M1 wires:
The bar under the picture is 20 microns long.
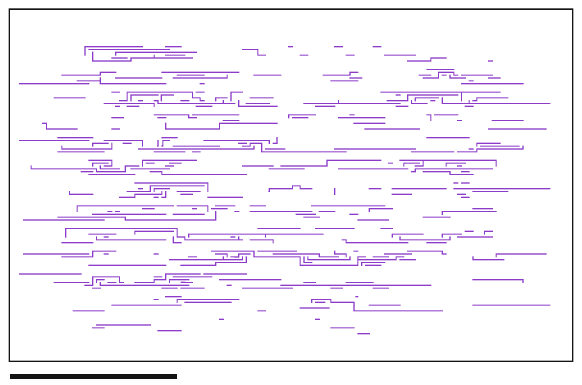
Met2 routing:
The bar under the picture is 20 microns long.
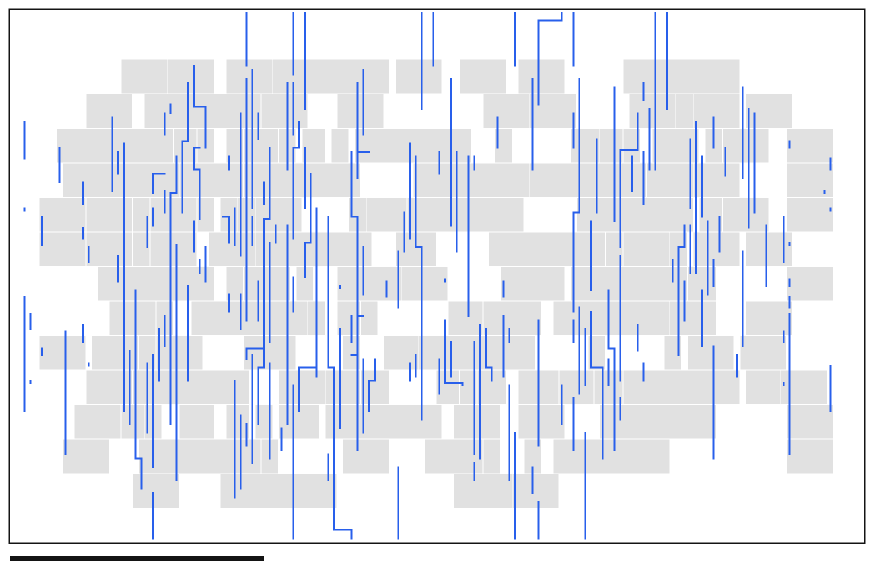
`config.mk`:
```
export PLATFORM = sky130hd
export DESIGN_NAME = alu_operand_sequencer_flat
export DESIGN_NICKNAME = d
export VERILOG_FILES = /design/src/rtl/alu_operand_sequencer_if.sv /design/src/rtl/alu_operand_sequencer.sv /design/src/flat_wrapper.sv
export SDC_FILE = /design/constraint.sdc
export NUM_CORES = 1
export LEC_CHECK = 0
export CAP_MARGIN = 20
export CORE_ASPECT_RATIO = 0.6
export CORE_MARGIN = 2
export CORE_UTILIZATION = 45
export CTS_CLUSTER_DIAMETER = 30
export DETAILED_ROUTE_END_ITERATION = 6
export MAX_ROUTING_LAYER = met4
export PLACE_DENSITY = 0.81
export SYNTH_ARGS = -nofsm -noshare
export SYNTH_HDL_FRONTEND = slang
export SYNTH_SLANG_ARGS = --single-unit
```
`constraint.sdc`:
```
create_clock -name CLK -period 2.1 [get_ports CLK]
set_input_delay 0.315 -clock CLK [delete_from_list [all_inputs] [get_ports CLK]]
set_output_delay 0.315 -clock CLK [all_outputs]
set_load 0.005 [all_outputs]
```
`src/rtl/alu_operand_sequencer_if.sv`:
```
// Operand/result bundle between the switch front-end, the sequencer and the 6-bit add/sub unit.
interface alu_operand_sequencer_if #(parameter int W = 6);
  logic [W-1:0] DIN;
  logic         LOAD;
  logic         OP_SUB;
  logic         CLR;
  logic [W-1:0] A_OUT;
  logic [W-1:0] B_OUT;
  logic         SEL_OUT;
  logic [W-1:0] Y_IN;
  logic         OF_IN;
  logic [W-1:0] RESULT;
  logic         FLAG_OF;
  logic         FLAG_Z;
  logic         FLAG_N;
  logic         DONE;
  logic         BUSY;
  logic [1:0]   STATE;

  modport slave (
    input  DIN, LOAD, OP_SUB, CLR, Y_IN, OF_IN,
    output A_OUT, B_OUT, SEL_OUT, RESULT, FLAG_OF, FLAG_Z, FLAG_N, DONE, BUSY, STATE
  );

  modport master (
    output DIN, LOAD, OP_SUB, CLR, Y_IN, OF_IN,
    input  A_OUT, B_OUT, SEL_OUT, RESULT, FLAG_OF, FLAG_Z, FLAG_N, DONE, BUSY, STATE
  );
endinterface

```
`src/rtl/alu_operand_sequencer.sv`:
```
// Collects A then B from the shared switch bus on LOAD rising edges, drives the adder,
// and captures the adder result and flags one cycle later.
module alu_operand_sequencer #(
  parameter int W = 6
) (
  input logic                  CLK,
  input logic                  RST_N,
  alu_operand_sequencer_if.slave bus
);

  typedef enum logic [1:0] {
    S_WAIT_A = 2'd0,
    S_WAIT_B = 2'd1,
    S_EXEC   = 2'd2,
    S_SHOW   = 2'd3
  } state_t;

  state_t         state;
  state_t         state_nxt;
  logic           load_q;
  logic           load_evt;
  logic           load_a;
  logic           load_b;
  logic           capture;
  logic [W-1:0]   a_reg;
  logic [W-1:0]   b_reg;
  logic           sel_reg;
  logic [W-1:0]   result_reg;
  logic           flag_of_reg;
  logic           flag_z_reg;
  logic           flag_n_reg;
  logic           done_reg;

  // load_q resets high so a LOAD held through reset release is not seen as an edge.
  always_ff @(posedge CLK or negedge RST_N) begin
    if (!RST_N) load_q <= 1'b1;
    else        load_q <= bus.LOAD;
  end

  assign load_evt = bus.LOAD & ~load_q;

  always_ff @(posedge CLK or negedge RST_N) begin
    if (!RST_N) state <= S_WAIT_A;
    else        state <= state_nxt;
  end

  always_comb begin
    state_nxt = state;
    if (bus.CLR) begin
      state_nxt = S_WAIT_A;
    end else begin
      case (state)
        S_WAIT_A: if (load_evt) state_nxt = S_WAIT_B;
        S_WAIT_B: if (load_evt) state_nxt = S_EXEC;
        S_EXEC:   state_nxt = S_SHOW;
        S_SHOW:   if (load_evt) state_nxt = S_WAIT_B;
        default:  state_nxt = S_WAIT_A;
      endcase
    end
  end

  // CLR outranks every datapath enable, including the capture at the end of S_EXEC.
  always_comb begin
    load_a  = 1'b0;
    load_b  = 1'b0;
    capture = 1'b0;
    if (!bus.CLR) begin
      case (state)
        S_WAIT_A: load_a  = load_evt;
        S_WAIT_B: load_b  = load_evt;
        S_EXEC:   capture = 1'b1;
        S_SHOW:   load_a  = load_evt;
        default:  ;
      endcase
    end
  end

  always_ff @(posedge CLK or negedge RST_N) begin
    if (!RST_N) begin
      a_reg       <= '0;
      b_reg       <= '0;
      sel_reg     <= 1'b0;
      result_reg  <= '0;
      flag_of_reg <= 1'b0;
      flag_z_reg  <= 1'b0;
      flag_n_reg  <= 1'b0;
      done_reg    <= 1'b0;
    end else if (bus.CLR) begin
      a_reg       <= '0;
      b_reg       <= '0;
      sel_reg     <= 1'b0;
      result_reg  <= '0;
      flag_of_reg <= 1'b0;
      flag_z_reg  <= 1'b0;
      flag_n_reg  <= 1'b0;
      done_reg    <= 1'b0;
    end else begin
      done_reg <= capture;
      if (load_a) a_reg <= bus.DIN;
      if (load_b) begin
        b_reg   <= bus.DIN;
        sel_reg <= bus.OP_SUB;
      end
      if (capture) begin
        result_reg  <= bus.Y_IN;
        flag_of_reg <= bus.OF_IN;
        flag_z_reg  <= (bus.Y_IN == '0);
        flag_n_reg  <= bus.Y_IN[W-1];
      end
    end
  end

  assign bus.A_OUT   = a_reg;
  assign bus.B_OUT   = b_reg;
  assign bus.SEL_OUT = sel_reg;
  assign bus.RESULT  = result_reg;
  assign bus.FLAG_OF = flag_of_reg;
  assign bus.FLAG_Z  = flag_z_reg;
  assign bus.FLAG_N  = flag_n_reg;
  assign bus.DONE    = done_reg;
  assign bus.BUSY    = (state == S_EXEC);
  assign bus.STATE   = state;

endmodule

```
`src/flat_wrapper.sv`:
```
// flat-port wrapper written by rule: the top's interface ports become plain ports
module alu_operand_sequencer_flat 
#(
  parameter int W = 6
)
  (CLK, RST_N, bus_DIN, bus_LOAD, bus_OP_SUB, bus_CLR, bus_Y_IN, bus_OF_IN, bus_A_OUT, bus_B_OUT, bus_SEL_OUT, bus_RESULT, bus_FLAG_OF, bus_FLAG_Z, bus_FLAG_N, bus_DONE, bus_BUSY, bus_STATE);
  alu_operand_sequencer_if #(.W(W)) bus_i ();
  input logic CLK;
  input logic RST_N;
  input wire logic [$bits(bus_i.DIN)-1:0] bus_DIN;
  input wire logic [$bits(bus_i.LOAD)-1:0] bus_LOAD;
  input wire logic [$bits(bus_i.OP_SUB)-1:0] bus_OP_SUB;
  input wire logic [$bits(bus_i.CLR)-1:0] bus_CLR;
  input wire logic [$bits(bus_i.Y_IN)-1:0] bus_Y_IN;
  input wire logic [$bits(bus_i.OF_IN)-1:0] bus_OF_IN;
  output wire logic [$bits(bus_i.A_OUT)-1:0] bus_A_OUT;
  output wire logic [$bits(bus_i.B_OUT)-1:0] bus_B_OUT;
  output wire logic [$bits(bus_i.SEL_OUT)-1:0] bus_SEL_OUT;
  output wire logic [$bits(bus_i.RESULT)-1:0] bus_RESULT;
  output wire logic [$bits(bus_i.FLAG_OF)-1:0] bus_FLAG_OF;
  output wire logic [$bits(bus_i.FLAG_Z)-1:0] bus_FLAG_Z;
  output wire logic [$bits(bus_i.FLAG_N)-1:0] bus_FLAG_N;
  output wire logic [$bits(bus_i.DONE)-1:0] bus_DONE;
  output wire logic [$bits(bus_i.BUSY)-1:0] bus_BUSY;
  output wire logic [$bits(bus_i.STATE)-1:0] bus_STATE;
  assign bus_i.DIN = bus_DIN;
  assign bus_i.LOAD = bus_LOAD;
  assign bus_i.OP_SUB = bus_OP_SUB;
  assign bus_i.CLR = bus_CLR;
  assign bus_i.Y_IN = bus_Y_IN;
  assign bus_i.OF_IN = bus_OF_IN;
  assign bus_A_OUT = bus_i.A_OUT;
  assign bus_B_OUT = bus_i.B_OUT;
  assign bus_SEL_OUT = bus_i.SEL_OUT;
  assign bus_RESULT = bus_i.RESULT;
  assign bus_FLAG_OF = bus_i.FLAG_OF;
  assign bus_FLAG_Z = bus_i.FLAG_Z;
  assign bus_FLAG_N = bus_i.FLAG_N;
  assign bus_DONE = bus_i.DONE;
  assign bus_BUSY = bus_i.BUSY;
  assign bus_STATE = bus_i.STATE;
  alu_operand_sequencer #(.W(W)) u_core (.CLK(CLK), .RST_N(RST_N), .bus(bus_i));
endmodule
```
==> GITHUB_STEP_SUMMARY <==
### Flow metrics

| Metric | Value |
|---|---|
| Status | finished clean |
| Die width | 67.3 microns |
| CTS H-tree lvls | 1 |
| Synth cell types | 22 |
| Crit. Startpoint | u_core.bus.STATE[0] |
| Max Buffers Root-to-Sink | 2 |
| Final Non-Filler Cells | 173 |
| Final period util | 84.9% |
| Die area | 2820 sq um |
| Post-cts sizing count | 0 |
| Post-synth seq share | 58.0% |
| Max Clock Skew | 0.00369 ns |
| Inverters excl. clock | 2 |
| Drt first pass iters | 4 |
| Fill count | 157 |
| Dpl cells | 169 |
| Minimum clock period | 1.78 ns |
| Wire per inst | 14.0 microns |
| Flop share of the area | 39.4% |
| # DRC | 0 |
| Count leader, synth | dfrtp_1 |
| Tool warning count | 28 |
| Top cells by area | dfrtp_1, mux2i_1, nand2_1 |
| Post-layout util | 71.9% |
| Syn Area/Cell | 11.0 sq um |
| Largest class | registers |
| MI comb area | 417 sq um |
| Nonclk buf count | 46 |
| Reg2reg path depth | 5 |
| Yosys cell count | 98 |
| Origin of the critical flop-to-flop path | u_core.bus.STATE[0] |
| Gpl congestion | 0.823 |
| Sink Count | 25 |
| Vias | 828 |
| # setup viols final | 0 |
| First-pass GRT wire length | 3940 microns |
| Clkbuf count | 3 |
| Floorplan Nets | 119 |
| Most frequent logic cell in the layout | clkdlybuf4s50_1 |
| Io pins | 44 |
| Most common reg cell | dfrtp_1 |
| Routed vias/inst | 4.79 |
| Worst-margin pin slew | 0.320 ns |
| Post-synth EDFFs | 0 |
| Antenna violations before repair | 0 |
| Lkg Pwr | 0.707 nW |
| Die Span Y | 42.0 microns |
| Hold Path Class | input pin to async pin |
| Yosys top cell by area | dfrtp_1 |
| RSZ-0062 raised after global routing | no |
| Setup crit end kind | output pin |
| Final instance area | 1590 sq um |
| Root buffer cell | clkbuf_8 |
| Setup_tns | 0 ns |
| Arr. time, crit path | 1.47 ns |
| Yosys stat area | 1080 sq um |
| Number of global-route vias before repair | 812 |
| #MultiIn Comb | 66 |
| Setup Buffers After CTS | 0 |
| Hold-fix buffers, CTS | 0 |
| Initial core utilization | 48.9% |
| Final Slew Violations | 0 |
| #FFs+latches synth | 25 |
| PwrDens | 887 nW/um^2 |
-- 'M1 wires' (at the start) --
main direction: horizontal
longest straight run: 17.9 microns
wire length on this layer: 1200 microns

-- 'met2 routing' (at the start) --
share of all routed wire: 41%
longest straight run: 21.1 microns
main direction: vertical
nets with wire on the layer: 134
wire length on this layer: 1000 microns

==> registers in the layout (all words and copies together) (netlist names) <==
register and cells:
u_core.bus.A_OUT 6, u_core.bus.B_OUT 6, u_core.bus.DONE 1, u_core.bus.FLAG_OF 1
u_core.bus.FLAG_Z 1, u_core.bus.RESULT 6, u_core.bus.SEL_OUT 1, u_core.bus.STATE 2
u_core.load_q 1
==> worst max-delay path: stages, from the launching register on <==
cell and delay [ns]:
dfrtp_1 0.42, inv_1 0.09, ha_1 0.18, clkdlybuf4s50_1 0.51
==> layer usage <==
metal | GRT usage (%) | wire length [microns] | vias up
met2 | 27.7 | 1000 | 35
met3 | 6.78 | 203 | 4
li1 | - | - | 415
met1 | 26.9 | 1200 | 374
met5 | - | 0 | -
met4 | 4.90 | 17 | 0
==> power by group <==
| part | total (mW) | leakage [nW] | switching, mW | internal, mW |
|---|---|---|---|---|
| Sequential | 0.603 | 0.339 | 0.0488 | 0.555 |
| Clock | 0.289 | 0.0217 | 0.154 | 0.135 |
| Combinational | 0.517 | 0.346 | 0.215 | 0.303 |
| Total | 1.41 | 0.707 | 0.418 | 0.992 |
==> cell families (layout without fill, tap and decap cells) <==
group | after synthesis | after routing | synth area share (%)
buf+inv | 7 | 52 | 3.47
flops | 25 | 25 | 58.0
compound gates | 12 | 12 | 7.06
mux | 13 | 13 | 12.0
simple gates | 38 | 38 | 16.0
fa+ha+maj | 3 | 3 | 3.47
==> metrics by stage <==
step | worst slack (ns) | hold slack (ns) | power [mW]
after floorplan | 0.751 | 0.0194 | 0.869
after global placement | 0.614 | 0.502 | 1.11
after detailed placement | 0.510 | 0.510 | 1.13
after CTS | 0.309 | 0.408 | 1.42
after global routing | 0.214 | 0.413 | 1.50
final | 0.317 | 0.401 | 1.41
Power and IR drop assume default switching activity.
